File: src/rtl/uart_pkg.sv
// uart_pkg: definitions shared by the UART receiver and transmitter.
//   - frame constants (oversample ratio, mid-bit sample tick, data bits)
//   - receiver state encoding
//   - 2-of-3 majority helper, used by uart_rx_core when UART_RX_MAJORITY_EN is defined
package uart_pkg;

  localparam int unsigned UART_OVERSAMPLE   = 16;
  localparam int unsigned UART_SAMPLE_POINT = 7;
  localparam int unsigned UART_DATA_BITS    = 8;

  typedef enum logic [1:0] {
    StIdle,
    StStart,
    StData,
    StStop
  } rx_state_e;

  function automatic logic maj3(logic a, logic b, logic c);
    return (a & b) | (a & c) | (b & c);
  endfunction

endpackage

File: src/rtl/uart_sync2.sv
// uart_sync2: two-flop synchronizer for a single asynchronous input.
// Both flops reset to ResetVal so the output is a known level straight out of reset.
// Ports:
//   clk_i  - destination clock
//   rst_n  - asynchronous reset, active high
//   d_i    - asynchronous input
//   q_o    - synchronized output, two clk_i cycles behind d_i
module uart_sync2 #(
  parameter logic ResetVal = 1'b1
) (
  input  logic clk_i,
  input  logic rst_n,
  input  logic d_i,
  output logic q_o
);

  logic [1:0] sync_q;

  always_ff @(posedge clk_i or posedge rst_n) begin
    if (rst_n) begin
      sync_q <= {2{ResetVal}};
    end else begin
      sync_q <= {sync_q[0], d_i};
    end
  end

  assign q_o = sync_q[1];

endmodule

File: src/rtl/uart_rx_core.sv
// uart_rx_core: 8N1 UART receiver, LSB first, oversampled by the shared baud tick.
// Optional build macro UART_RX_MAJORITY_EN: each bit is the 2-of-3 majority of the
// synchronized line at ticks SAMPLE_POINT-1..SAMPLE_POINT+1, decided at SAMPLE_POINT+1.
// Ports:
//   clk_i              - system clock, posedge
//   rst_n              - asynchronous reset, active high
//   sin_i              - serial input, asynchronous, idle high
//   sck_rising_edge_i  - one-cycle oversample tick, OVERSAMPLE per bit
//   receiver_busy_o    - high while a frame is in progress
//   rx_data_valid_o    - one-cycle pulse, rx_data_o holds a new correctly framed byte
//   rx_data_o          - last correctly received byte
//   rx_error_o         - one-cycle pulse, stop bit sampled low
module uart_rx_core
  import uart_pkg::*;
#(
  parameter int unsigned OVERSAMPLE   = UART_OVERSAMPLE,
  parameter int unsigned SAMPLE_POINT = UART_SAMPLE_POINT,
  parameter int unsigned DATA_BITS    = UART_DATA_BITS
) (
  input  logic                 clk_i,
  input  logic                 rst_n,
  input  logic                 sin_i,
  input  logic                 sck_rising_edge_i,
  output logic                 receiver_busy_o,
  output logic                 rx_data_valid_o,
  output logic [DATA_BITS-1:0] rx_data_o,
  output logic                 rx_error_o
);

  localparam int unsigned TickW = $clog2(OVERSAMPLE);
  localparam int unsigned BitW  = $clog2(DATA_BITS);

  localparam logic [TickW-1:0] TickLast   = TickW'(OVERSAMPLE - 1);
  localparam logic [TickW-1:0] TickSample = TickW'(SAMPLE_POINT);
  localparam logic [BitW-1:0]  BitLast    = BitW'(DATA_BITS - 1);

  logic                 sin_s;
  rx_state_e            state_q, state_d;
  logic [TickW-1:0]     tick_q, tick_d;
  logic [BitW-1:0]      bit_q, bit_d;
  logic [DATA_BITS-1:0] shift_q, shift_d;
  logic [DATA_BITS-1:0] data_q, data_d;
  logic                 valid_q, valid_d;
  logic                 err_q, err_d;
  logic                 sample_en;
  logic                 sample_bit;

  uart_sync2 #(
    .ResetVal(1'b1)
  ) u_sync_sin (
    .clk_i(clk_i),
    .rst_n(rst_n),
    .d_i  (sin_i),
    .q_o  (sin_s)
  );

`ifdef UART_RX_MAJORITY_EN
  localparam logic [TickW-1:0] TickEarly = TickW'(SAMPLE_POINT - 1);
  localparam logic [TickW-1:0] TickLate  = TickW'(SAMPLE_POINT + 1);

  // Line level captured at SAMPLE_POINT-1 (bit 1) and SAMPLE_POINT (bit 0).
  logic [1:0] early_q;

  always_ff @(posedge clk_i or posedge rst_n) begin
    if (rst_n) begin
      early_q <= 2'b11;
    end else if (sck_rising_edge_i && (state_q != StIdle) &&
                 ((tick_q == TickEarly) || (tick_q == TickSample))) begin
      early_q <= {early_q[0], sin_s};
    end
  end

  assign sample_en  = (tick_q == TickLate);
  assign sample_bit = maj3(early_q[1], early_q[0], sin_s);
`else
  assign sample_en  = (tick_q == TickSample);
  assign sample_bit = sin_s;
`endif

  always_comb begin
    state_d = state_q;
    tick_d  = tick_q;
    bit_d   = bit_q;
    shift_d = shift_q;
    data_d  = data_q;
    valid_d = 1'b0;
    err_d   = 1'b0;
    if (sck_rising_edge_i) begin
      case (state_q)
        StIdle: begin
          if (!sin_s) begin
            state_d = StStart;
            tick_d  = '0;
          end
        end
        StStart: begin
          tick_d = tick_q + 1'b1;
          if (sample_en && sample_bit) begin
            // Line back high at mid-start: glitch, not a frame.
            state_d = StIdle;
            tick_d  = '0;
          end else if (tick_q == TickLast) begin
            state_d = StData;
            tick_d  = '0;
            bit_d   = '0;
          end
        end
        StData: begin
          tick_d = tick_q + 1'b1;
          if (sample_en) begin
            shift_d = {sample_bit, shift_q[DATA_BITS-1:1]};
          end
          if (tick_q == TickLast) begin
            tick_d = '0;
            if (bit_q == BitLast) begin
              state_d = StStop;
            end else begin
              bit_d = bit_q + 1'b1;
            end
          end
        end
        StStop: begin
          tick_d = tick_q + 1'b1;
          // Leave at mid-stop so a back-to-back start edge is not missed.
          if (sample_en) begin
            state_d = StIdle;
            tick_d  = '0;
            if (sample_bit) begin
              data_d  = shift_q;
              valid_d = 1'b1;
            end else begin
              err_d = 1'b1;
            end
          end
        end
        default: state_d = StIdle;
      endcase
    end
  end

  always_ff @(posedge clk_i or posedge rst_n) begin
    if (rst_n) begin
      state_q <= StIdle;
      tick_q  <= '0;
      bit_q   <= '0;
      shift_q <= '0;
      data_q  <= '0;
      valid_q <= 1'b0;
      err_q   <= 1'b0;
    end else begin
      state_q <= state_d;
      tick_q  <= tick_d;
      bit_q   <= bit_d;
      shift_q <= shift_d;
      data_q  <= data_d;
      valid_q <= valid_d;
      err_q   <= err_d;
    end
  end

  assign receiver_busy_o = (state_q != StIdle);
  assign rx_data_valid_o = valid_q;
  assign rx_data_o       = data_q;
  assign rx_error_o      = err_q;

endmodule
File: config.mk
export PLATFORM = sky130hd
export DESIGN_NAME = uart_rx_core
export DESIGN_NICKNAME = d
export VERILOG_FILES = /design/src/rtl/uart_pkg.sv /design/src/rtl/uart_sync2.sv /design/src/rtl/uart_rx_core.sv
export SDC_FILE = /design/constraint.sdc
export NUM_CORES = 1
export LEC_CHECK = 0
export CAP_MARGIN = 20
export CORE_ASPECT_RATIO = 0.6
export CORE_MARGIN = 1.5
export CORE_UTILIZATION = 62
export CTS_BUF_LIST = sky130_fd_sc_hd__clkbuf_8
export DETAILED_ROUTE_END_ITERATION = 8
export PLACE_DENSITY = 0.84
export SYNTH_ARGS = -nofsm -noshare
export SYNTH_HDL_FRONTEND = slang
export SYNTH_SLANG_ARGS = --single-unit
File: constraint.sdc
create_clock -name clk_i -period 3.99 [get_ports clk_i]
set_input_delay 0.798 -clock clk_i [delete_from_list [all_inputs] [get_ports clk_i]]
set_output_delay 0.798 -clock clk_i [all_outputs]
set_load 0.01 [all_outputs]
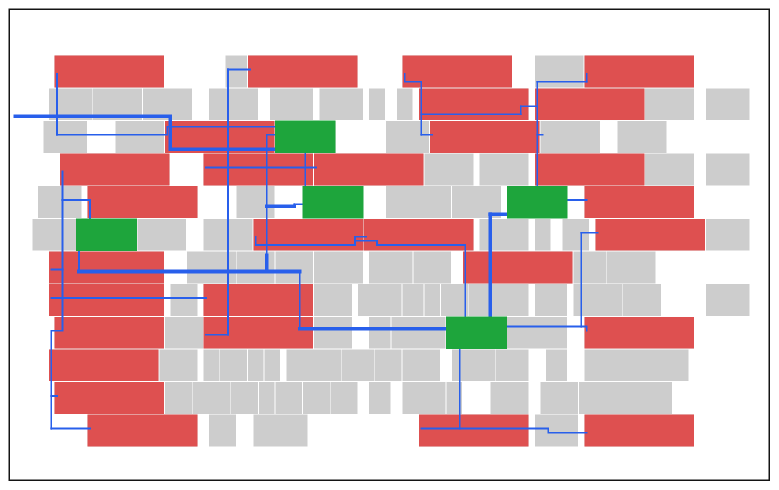
Figure 1: run 1, clock wires, drivers and flops.
(12 px per micron)
Blue is clock wires, length 321 microns. Red is flip-flops, count 29. Green is cells driving clock nets, count 5.
There are 6 routed clock nets.
Worst-Skew Late Latency: 280 ps
clk pwr: 0.260 mW
clk_skew: 7.50 ps
clock network power share: 0.298

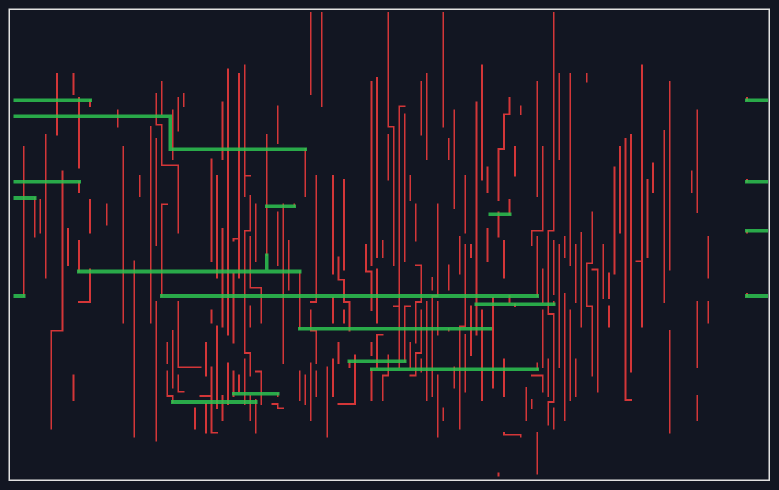
Figure 2: run 1, signal wires by layer.
(12 px per micron) Only two layers are drawn.
Green is met3, wire length 153 microns. Red is met2, wire length 1150 microns.

==> flow_metrics.tcl, run 1 <==
# flow metrics
set metrics [dict create \
    yosys.area_share.aoi 0.0937 \
    place.gp.congestion 0.789 \
    synth_area_sq_um 1350 \
    rsz0062_at_grt "no" \
    cp-endpoint "receiver_busy_o" \
    wl_met3_microns 153 \
    dieHeight_microns 39.1 \
    cts_setup_buffers 0 \
    dp_hpwl_microns 1610 \
    lay_top_count "dfrtp_1" \
    core.rowCount 12 \
    status "finished clean" \
    period_used_share 0.648 \
    max_freq_mhz 387 \
    inv_count 5 \
    critical_path.startpoint "state_q[0]$_DFFE_PP0P_" \
    drive_gt1_frac 0.250 \
    warnings 26 \
    cts_resized 0 \
    grt_overflow 0 \
    vias_per_cell 5.98 \
    busiest_layer "met2" \
    cts_root_buf "clkbuf_8" \
    power.internal_mw 0.594 \
    clock_sinks 29 \
    nWellTaps 28 \
    reg2reg_depth 4 \
    synth.top_cell.area_share 0.501 \
    async_reset_ff_frac 1.00 \
    seq_power_share 0.485 \
    synth_stat.cells 103 \
    antenna_left 0 \
    r2r_end "rx_data_o[6]$_DFFE_PP0P_" \
    dr.pass1.iters 4 \
    logic_family "multiplexers" \
    maxSlewHeadroom 0.564 \
    synthTopCellsByCount "dfrtp_1 (27), mux2_2 (17), inv_1 (5)" \
    use_met1 0.331 \
    cp_cell_sequence "nor2_1 -> inv_1 -> clkdlybuf4s50_1" \
    nNetsFinal 126 \
    worst_hold_path.endpoint "u_sync_sin.sync_q[1]$_DFF_PP1_" \
    final_area_sq_um 1610 \
    wl_met1_microns 1180 \
    crit_path_max_fanout 11 \
    cts_tree "yes" \
    maxPowerGroup "sequential cells" \
    drt_wl_total_microns 2490 \
    syn_avg_cell_area_sq_um 13.1 \
    grt_max_degree 30 \
    startpoint_type "flop" \
    hold-worst-slack_ps 358 \
    vias 885 \
    period_needed_ps 2580 \
    crit_path_end_kind "output port" \
    antenna_found_initial 0 \
    maxCapViolCount 0 \
    hp-class "reg2reg" \
    crit_family "buffers and inverters" \
    io_pins 15 \
    mux_area_frac 0.157 \
    post-synth-top-count-cell "dfrtp_1" \
    synthSimpleGateAreaFrac 0.135 \
    clkCellAreaFrac 0.0631 \
    r2r-start "tick_q[0]$_DFFE_PP0P_" \
    fillCellCount 110 \
    ys_area_sq_um 1350 \
    switching_share 0.319 \
    buf_share 0.0966 \
    port_buffers 14 \
    nFlopsAndLatches 29 \
    critPathSlowestCell "dfrtp_1" \
    drc 0 \
    largest_class "flip-flops and latches" \
    crit_cells 3 \
    synth.area.top_cells "dfrtp_1 (50%), mux2_2 (14%), dfstp_2 (3.9%)" \
    drt_iter0_drc 70 \
    ys_seq_share 0.540 \
    first_global_vias 863 \
    setup_ws_ps 1410 \
    setup_tns_ps 0 \
    ys_sh_xor 0.00649 \
    fp_util 0.691 \
    comb_share 0.353 \
    cts_buffer_depth 2 \
    ff_type "dfrtp_1" \
    flop_area_sq_um 728 \
    crit_buf_inv 2 \
    critPathArrivalTime_ps 1790 \
    place_area_sq_um 1490 \
    htreeDepth 2 \
    ys_warn_count 0 \
    synth_area_leader_cell "dfrtp_1" \
    met2_length_microns 1150 \
    power.total_mw 0.871 \
    coreArea_sq_um 1950 \
    final_max_slew_viol_count 0 \
    logic_area_sq_um 567 \
    syn-instance-count 103 \
    n_clock_buffer 7 \
    hold_depth 0 \
    required_ps 3190 \
    seq_area_frac 0.454 \
    hold_viol_final 0 \
    ctsHoldBuffers 0 \
    edf_count 0 \
    top_layer_used "met4" \
    synth_flops 29 \
    ir_drop_uv 405 \
    dieArea_sq_um 2470 \
    yosys.area_share.adder 0.0278 \
    nMultiInputCombCells 63 \
    pg_seq_mw 0.423 \
    holdCritStartpoint "u_sync_sin.sync_q[0]$_DFF_PP1_" \
    lay_top_cells "dfrtp_1 (27), mux2_2 (17), clkdlybuf4s50_1 (14)" \
    synth_cell_types 34 \
    max_stage_delay_ps 600 \
    syn_nets 110 \
    nNonClkBuffers 15 \
    grt_pass1_wl_microns 4280 \
    reg2reg_slack_ps 1860 \
    crit_type "reg2out" \
    tightest_slew_ps 651 \
    p_leak_nw 0.744 \
]
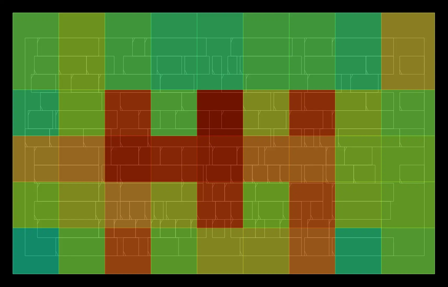
Figure 3: run 1, track usage over the die.
GR Layer Usage met2: 0.372
GRT Total Usage: 0.249
met3 Use GR: 0.108
post-DR wirelength/cell: 16.8 microns
final core occ: 0.822

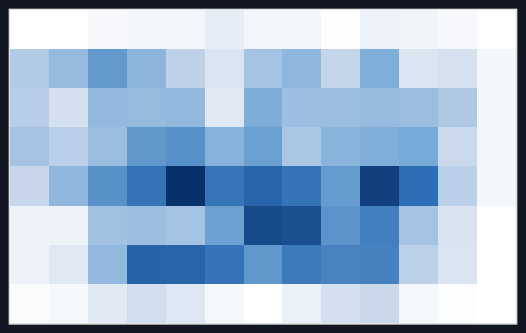
Figure 4: run 1, routed metal per tile.
(8 px per micron) The die is cut into 13 by 8 equal tiles; white is low, dark blue is high, scaled to the fullest tile. Values are wire area over tile area, all layers added.
25% of the tiles are over half the peak. The mean over all tiles is 0.16. 8.7% of the tiles are nearly empty. The emptiest ninth of the die: north-east. The fullest tile reaches 0.48. The densest ninth of the die: centre.

==> run 1 -> run 2 <==
--- a/config.mk
+++ b/config.mk
@@ -8,10 +8,10 @@
 export CAP_MARGIN = 20
 export CORE_ASPECT_RATIO = 0.6
 export CORE_MARGIN = 1.5
-export CORE_UTILIZATION = 62
+export CORE_UTILIZATION = 57
 export CTS_BUF_LIST = sky130_fd_sc_hd__clkbuf_8
 export DETAILED_ROUTE_END_ITERATION = 8
-export PLACE_DENSITY = 0.84
+export PLACE_DENSITY = 0.78
 export SYNTH_ARGS = -nofsm -noshare
 export SYNTH_HDL_FRONTEND = slang
 export SYNTH_SLANG_ARGS = --single-unit
==> constraint.sdc (replaced) <==
create_clock -name clk_i -period 2.5 [get_ports clk_i]
set_input_delay 0.5 -clock clk_i [delete_from_list [all_inputs] [get_ports clk_i]]
set_output_delay 0.5 -clock clk_i [all_outputs]
set_load 0.01 [all_outputs]
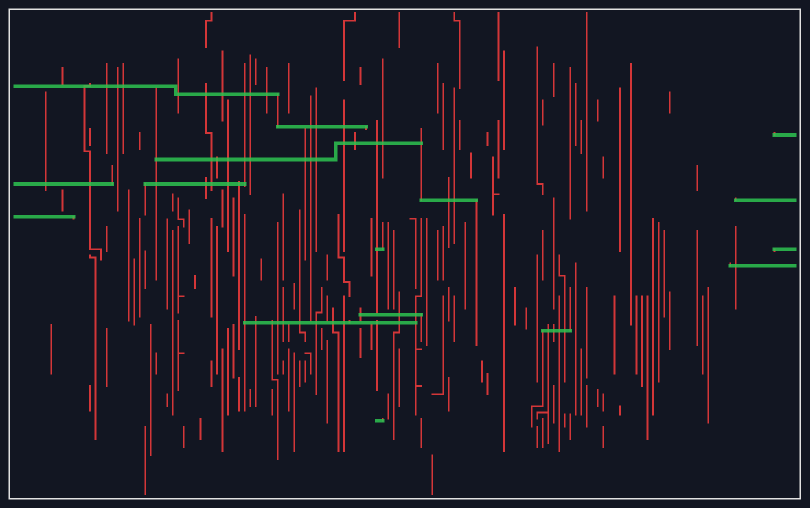
Figure 5: run 2, signal wires by layer.
(12 px per micron) Only two layers are drawn.
Red is met2, wire length 1150 microns. Green is met3, wire length 115 microns.
post-DR wirelength/cell: 15.8 microns
Vias: 884
GRT Total Usage: 0.214

==> run 2 against run 1 <==
Net effect: synthesized cell count unchanged; total power rose by 56%; utilization decreased by 8.9 points; critical path type unchanged; critical endpoint unchanged; highest routed layer unchanged.
==> flow_metrics.tcl, run 2 <==
# flow metrics
set metrics [dict create \
    status "finished clean" \
    cts_resized 0 \
    grt_pass1_wl_microns 3950 \
    nWellTaps 30 \
    wl_met1_microns 1140 \
    critPathArrivalTime_ps 1810 \
    final_max_slew_viol_count 0 \
    cts_tree "yes" \
    mux_area_frac 0.157 \
    antenna_found_initial 0 \
    crit_cells 3 \
    yosys.area_share.adder 0.0278 \
    ys_warn_count 0 \
    synth_cell_types 34 \
    critical_path.startpoint "state_q[0]$_DFFE_PP0P_" \
    ys_sh_xor 0.00649 \
    synth.area.top_cells "dfrtp_1 (50%), mux2_2 (14%), dfstp_2 (3.9%)" \
    hold-worst-slack_ps 368 \
    crit_buf_inv 2 \
    logic_area_sq_um 567 \
    wl_met3_microns 114 \
    use_met1 0.268 \
    dieArea_sq_um 2680 \
    rsz0062_at_grt "no" \
    reg2reg_slack_ps 580 \
    synth_flops 29 \
    fp_util 0.614 \
    ir_drop_uv 761 \
    setup_ws_ps 191 \
    cts_buffer_depth 2 \
    crit_path_max_fanout 11 \
    syn_nets 110 \
    clkLatencyLatePin_ps 270 \
    n_clock_buffer 6 \
    clkCellAreaFrac 0.0559 \
    crit_path_end_kind "output port" \
    cp_cell_sequence "nor2_1 -> inv_1 -> clkdlybuf4s50_1" \
    met2_length_microns 1150 \
    startpoint_type "flop" \
    drc 0 \
    core.rowCount 13 \
    fin_skew_ps 7.18 \
    power.total_mw 1.36 \
    nFlopsAndLatches 29 \
    p_leak_nw 0.756 \
    required_ps 2000 \
    pg_seq_mw 0.656 \
    critPathSlowestCell "dfrtp_1" \
    switching_share 0.320 \
    cp-endpoint "receiver_busy_o" \
    drive_gt1_frac 0.252 \
    setup_tns_ps 0 \
    reg2reg_depth 5 \
    ctsHoldBuffers 0 \
    place_area_sq_um 1520 \
    cts_setup_buffers 0 \
    warnings 26 \
    clkPwrFrac 0.269 \
    maxCapViolCount 0 \
    top_layer_used "met4" \
]
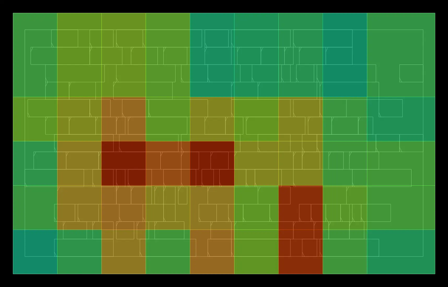
Figure 6: run 2, track usage over the die.
final core occ: 0.734
GR Layer Usage met2: 0.341
met3 Use GR: 0.0962
Most Crowded Layer GR: met2

==> run 2 -> run 3 <==
--- a/config.mk
+++ b/config.mk
@@ -12,6 +12,7 @@
 export CTS_BUF_LIST = sky130_fd_sc_hd__clkbuf_8
 export DETAILED_ROUTE_END_ITERATION = 8
 export PLACE_DENSITY = 0.78
+export REMOVE_ABC_BUFFERS = 1
 export SYNTH_ARGS = -nofsm -noshare
 export SYNTH_HDL_FRONTEND = slang
 export SYNTH_SLANG_ARGS = --single-unit
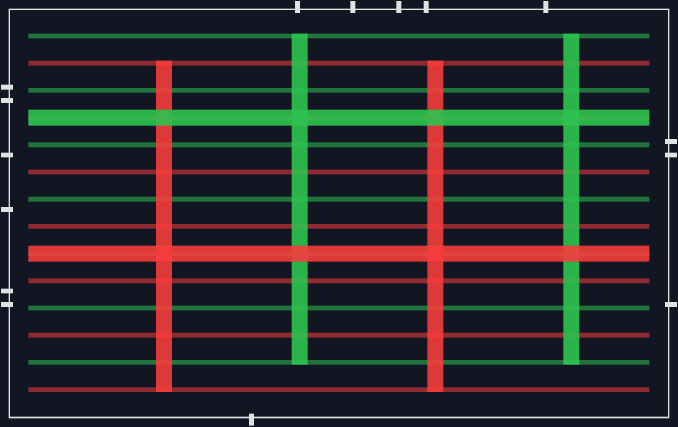
Figure 7: run 3, floorplan with the power grid.
(10 px per micron) Pins as bars on the die edge.
Red is VSS. Green is VDD.
2 straps on met5. 14 met1 rails follow the rows. 4 straps on met4. The core has 13 rows. 15 signal pins sit on the boundary.
Core Region: 2200 sq um
Max VDD drop: 475 uV
Die X: 65.8 microns
Vert. Die Dim: 40.7 microns

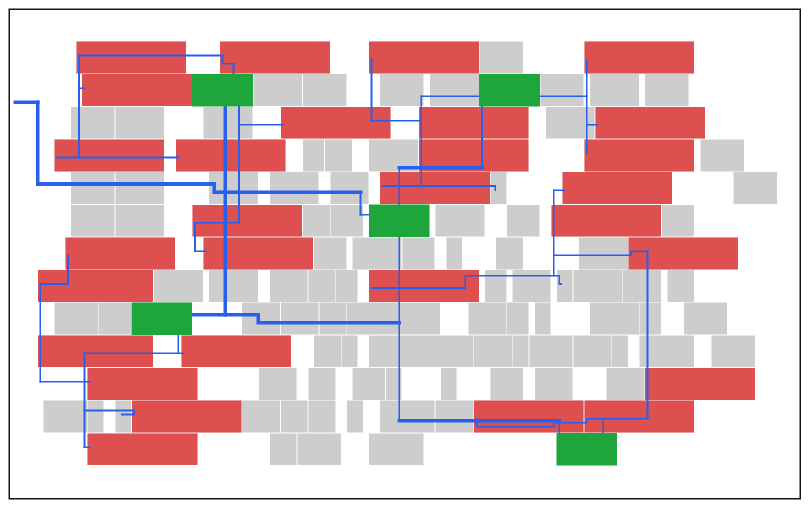
Figure 8: run 3, clock wires, drivers and flops.
(12 px per micron)
Green is cells driving clock nets, count 5. Red is flip-flops, count 29. Blue is clock wires, length 350 microns.
There are 6 routed clock nets.

==> run 3 against run 2 <==
Net effect: synthesized cell count did not move; setup slack improved by 70 ps; fmax rose by 3.1%; critical path depth did not move; worst hold slack got worse by 7.8 ps; critical endpoint unchanged.
==> flow_metrics.tcl, run 3 <==
# flow metrics
set metrics [dict create \
    first_global_vias 876 \
    warnings 25 \
    grtUsageTotal 0.221 \
    dr.pass1.iters 4 \
    crit_path_max_fanout 11 \
    cts_root_buf "clkbuf_8" \
    cts_buffer_depth 2 \
    critPathSlowestCell "dfrtp_1" \
    hold-worst-slack_ps 360 \
    crit_cells 3 \
    critPathArrivalTime_ps 1740 \
    place.gp.congestion 0.781 \
    synth_cell_types 34 \
    crit_buf_inv 2 \
    power.internal_mw 0.884 \
    met2_length_microns 1180 \
    inv_count 5 \
    synthTopCellsByCount "dfrtp_1 (27), mux2_2 (17), inv_1 (5)" \
    reg2reg_depth 5 \
    vias_per_cell 5.95 \
    final_max_slew_viol_count 0 \
    synth.area.top_cells "dfrtp_1 (50%), mux2_2 (14%), dfstp_2 (3.9%)" \
    clkPwrFrac 0.259 \
    tightest_slew_ps 476 \
    cts_resized 0 \
    dieArea_sq_um 2680 \
    period_used_share 0.896 \
    fin_cells 153 \
    p_leak_nw 0.754 \
    period_needed_ps 2240 \
    lay_top_cells "dfrtp_1 (27), mux2_2 (17), clkdlybuf4s50_1 (14)" \
    setup_ws_ps 261 \
    synth_area_leader_cell "dfrtp_1" \
    dp.cells 145 \
    rsz0062_at_grt "no" \
    power.total_mw 1.33 \
    p_comb_mw 0.307 \
    setup_tns_ps 0 \
    antenna_left 0 \
    maxCapViolCount 0 \
    gr-usage-met2 0.354 \
    buf_share 0.106 \
    top_layer_used "met4" \
    worst_hold_path.endpoint "u_sync_sin.sync_q[1]$_DFF_PP1_" \
    ys_area_sq_um 1350 \
    logic_area_sq_um 567 \
    required_ps 2000 \
    status "finished clean" \
    max_freq_mhz 447 \
    yosys.area_share.adder 0.0278 \
    final_util 0.729 \
    cp-endpoint "receiver_busy_o" \
    clkLatencyLatePin_ps 280 \
    nWellTaps 30 \
    mux_area_frac 0.157 \
    ctsHoldBuffers 0 \
    comb_share 0.354 \
    post_drt_wl_per_cell_microns 16.6 \
    place_area_sq_um 1520 \
    crit_path_end_kind "output port" \
    syn_avg_cell_area_sq_um 13.1 \
    clkCellAreaFrac 0.0500 \
    n_clock_buffer 5 \
    synthSimpleGateAreaFrac 0.135 \
    yosys.area_share.aoi 0.0937 \
    maxSlewHeadroom 0.679 \
    use_met1 0.280 \
    ys_sh_xor 0.00649 \
    drt_wl_total_microns 2550 \
    grt_overflow 0 \
    dp_hpwl_microns 1770 \
    critical_path.startpoint "state_q[0]$_DFFE_PP0P_" \
    cp_cell_sequence "nor2_1 -> inv_1 -> clkdlybuf4s50_1" \
    antenna_found_initial 0 \
    drive_gt1_frac 0.244 \
    switching_share 0.333 \
    holdCritStartpoint "u_sync_sin.sync_q[0]$_DFF_PP1_" \
    reg2reg_slack_ps 530 \
    pg_seq_mw 0.675 \
    nFlopsAndLatches 29 \
    edf_count 0 \
    wl_met3_microns 131 \
    synth_flops 29 \
    grt_pass1_wl_microns 4070 \
    clock_sinks 29 \
    vias 911 \
    fin_skew_ps 7.69 \
    cts_tree "yes" \
    startpoint_type "flop" \
    busiest_layer "met2" \
    area_growth_pct 18.7 \
    comb_power_share 0.232 \
    hold_viol_final 0 \
    synth_stat.cells 103 \
    max_stage_delay_ps 580 \
    flop_area_sq_um 728 \
    seq_area_frac 0.455 \
    fp_util 0.614 \
    ys_warn_count 0 \
    crit_type "reg2out" \
    met3_usage 0.0742 \
    r2r_end "rx_data_o[1]$_DFFE_PP0P_" \
    wl_met1_microns 1210 \
    cts_setup_buffers 0 \
    place_ws_ps 387 \
    drc 0 \
    core.rowCount 13 \
]
Power figures rest on the tool's default switching activity, not on a simulated workload.
